==> config.mk <==
export PLATFORM = sky130hd
export DESIGN_NAME = fetch_seq
export DESIGN_NICKNAME = d
export VERILOG_FILES = /design/src/rtl/computer_pkg.sv /design/src/rtl/fetch_seq.sv
export SDC_FILE = /design/constraint.sdc
export NUM_CORES = 1
export LEC_CHECK = 0
export CAP_MARGIN = 20
export CELL_PAD_IN_SITES_DETAIL_PLACEMENT = 1
export CELL_PAD_IN_SITES_GLOBAL_PLACEMENT = 2
export CORE_MARGIN = 2
export CORE_UTILIZATION = 25
export DETAILED_ROUTE_END_ITERATION = 16
export GPL_TIMING_DRIVEN = 0
export PLACE_DENSITY_LB_ADDON = 0.1
export SLEW_MARGIN = 20
export SYNTH_ARGS = -nofsm -noshare
export SYNTH_HDL_FRONTEND = slang
export SYNTH_SLANG_ARGS = --single-unit
==> constraint.sdc <==
create_clock -name clk -period 1.75 [get_ports clk]
set_clock_uncertainty 0.2 [all_clocks]
set_input_delay 0.2625 -clock clk [delete_from_list [all_inputs] [get_ports clk]]
set_output_delay 0.2625 -clock clk [all_outputs]
set_load 0.02 [all_outputs]
### M1 wires

Scale bar: 20 µm. Supply wires on this layer in grey.
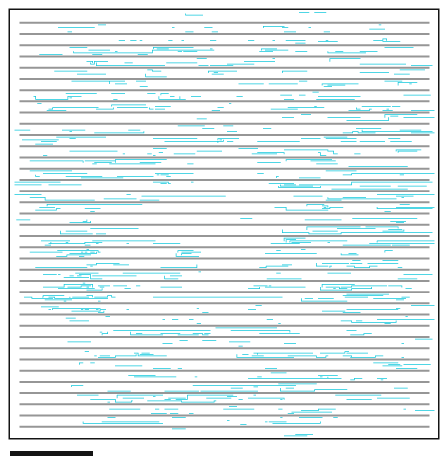
wire length on this layer = 2890 µm
longest straight run = 31.3 µm
share of all routed wire = 45%
main direction = horizontal
nets with wire on the layer = 289
total number of vias: 1692
met1 Use GR: 0.152
detailed-route wire length: 6370 µm

### Met2 routing

Cells faint in the background.
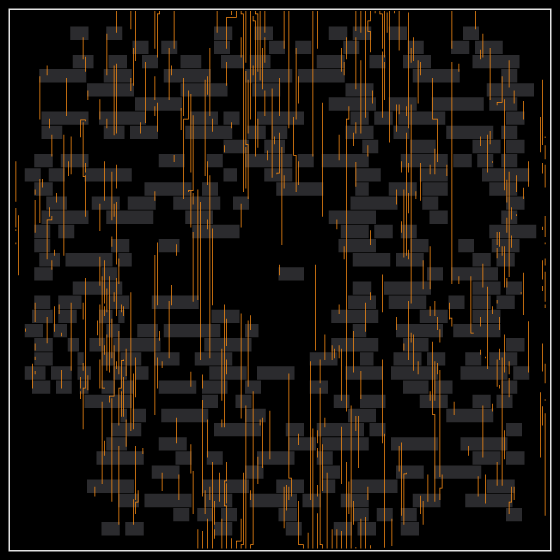
nets with wire on the layer = 307
share of all routed wire = 48%
main direction = vertical
M2 GR Usage: 0.203

==> flow_summary.ini <==
; flow metrics
[yosys]
yosysSeqAreaShare = 0.594
numSynthFlops = 59
synth.avg_cell_area_um2 = 17.6
fa_ha_area_frac = 0
xor_share = 0
synth-simple-area-share = 0.0317
edf_count = 0
async_flop_share = 1.00
floorplan.nets = 191
top_area_cell = dfrtp_1
logic_family = multiplexers
synthCells = 141
ys_warn_count = 0
ys.flop_type = dfrtp_1
yosys-mux-area-fraction = 0.312

[layout]
areaGrowthSynthToFinish_pct = 65.4
final-instance-count-excl-fill = 410
largest_reg_flops = 31
diodes = 0

[sta]
setup_viol = 30
finalMaxSlewViolations = 0
hold_violations = 0
fin_ws_ns = -0.0855
max_clock_freq_mhz = 545

[run_status]
status = finished, violations left
violations = setup timing

[worst_setup_path]
cp-end-kind = flop
worstPathRequired_ns = 1.76
critPathKind = flop to flop
r2r_slack_ns = -0.09

[floorplan]
rows = 36
chipWidth_um = 104
io-pin-count = 109

[route]
drt_iter0_markers = 29
dr_wl_met3_um = 371
top_layer_used = met4
firstDrtPassIters = 3
met1_length_um = 2890

[placed_design]
dp.cells = 383
gp_congestion = 0.696
numPortBuffers = 108
dp_hpwl_um = 4180

[worst_hold_path]
hold_path_class = primary input to async pin

[run]
tool_warnings = 28

[grt]
antenna_found_initial = 0
grt-ovfl-total = 0
globalRouteTotalUtil = 0.125
grt_pass1_wl_um = 10500

[pwr]
ir_worst_vdd_mv = 0.423

[clock_tree]
htreeDepth = 3
==> cell type report <==
cell class                      instances  area, µm²  area share
Tap cell                              133        166      0.0405
Sequential cell                        59       1480       0.359
Clock inverter                          5       61.3      0.0149
Clock buffer                           11        151      0.0368
Timing Repair Buffer                  121       1210       0.294
Multi-Input combinational cell         73        932       0.227
Inverter                                1       7.51     0.00182
Buffer                                  7        106      0.0259
==> repair_timing <==
item	4_1_cts	5_1_grt
buffers inserted	8	3
setup endpoints to repair	111	49
cloned	2	1
pin swaps	2	2
resized	86	5
==> kinds of logic (layout without fill, tap and decap cells) <==
logic type / Yosys count / count (layout)
AND-OR/OR-AND: 5 / 5
buffers and inverters: 9 / 145
flip-flops: 59 / 59
multiplexers: 56 / 56
AND/OR/NAND/NOR: 12 / 12
==> metrics by stage <==
stage               power, mW  area (µm²)
floorplan                3.67        2490
global placement         5.03        3740
detailed placement       5.06        3760
CTS                      6.10        4090
global route             6.34        4110
finish                   6.00        4110
==> metal layers <==
layer  GRT usage  vias up
met5           0        -
met2       0.203       61
met4      0.0415        0
met1       0.152      863
li1            -      764
met3      0.0478        4
==> power by group <==
group | leakage, nW | switching (mW) | internal, mW
clock | 0.0978 | 0.575 | 0.737
combinational | 1.12 | 1.18 | 1.31
sequential | 0.751 | 0.294 | 1.90
total | 1.97 | 2.05 | 3.95
==> cells in the final DEF (no fill, tap or decap), types with 3 or more instances in the layout <==
cell type and instances:
mux2_2 13, clkbuf_8 11, mux2_4 43, buf_6 3
nand2_1 3, buf_4 9, clkdlybuf4s50_1 48, dlygate4sd2_1 56
clkinvlp_4 4, buf_12 9, dfrtp_1 58
==> critical path, stage by stage (launching register included) <==
cell     delay [ns]
dfrtp_2        0.45
nor3_4         0.19
and3_4         0.22
buf_12         0.13
buf_12         0.12
buf_12         0.12
mux2_4         0.29
Power and IR drop assume default switching activity.
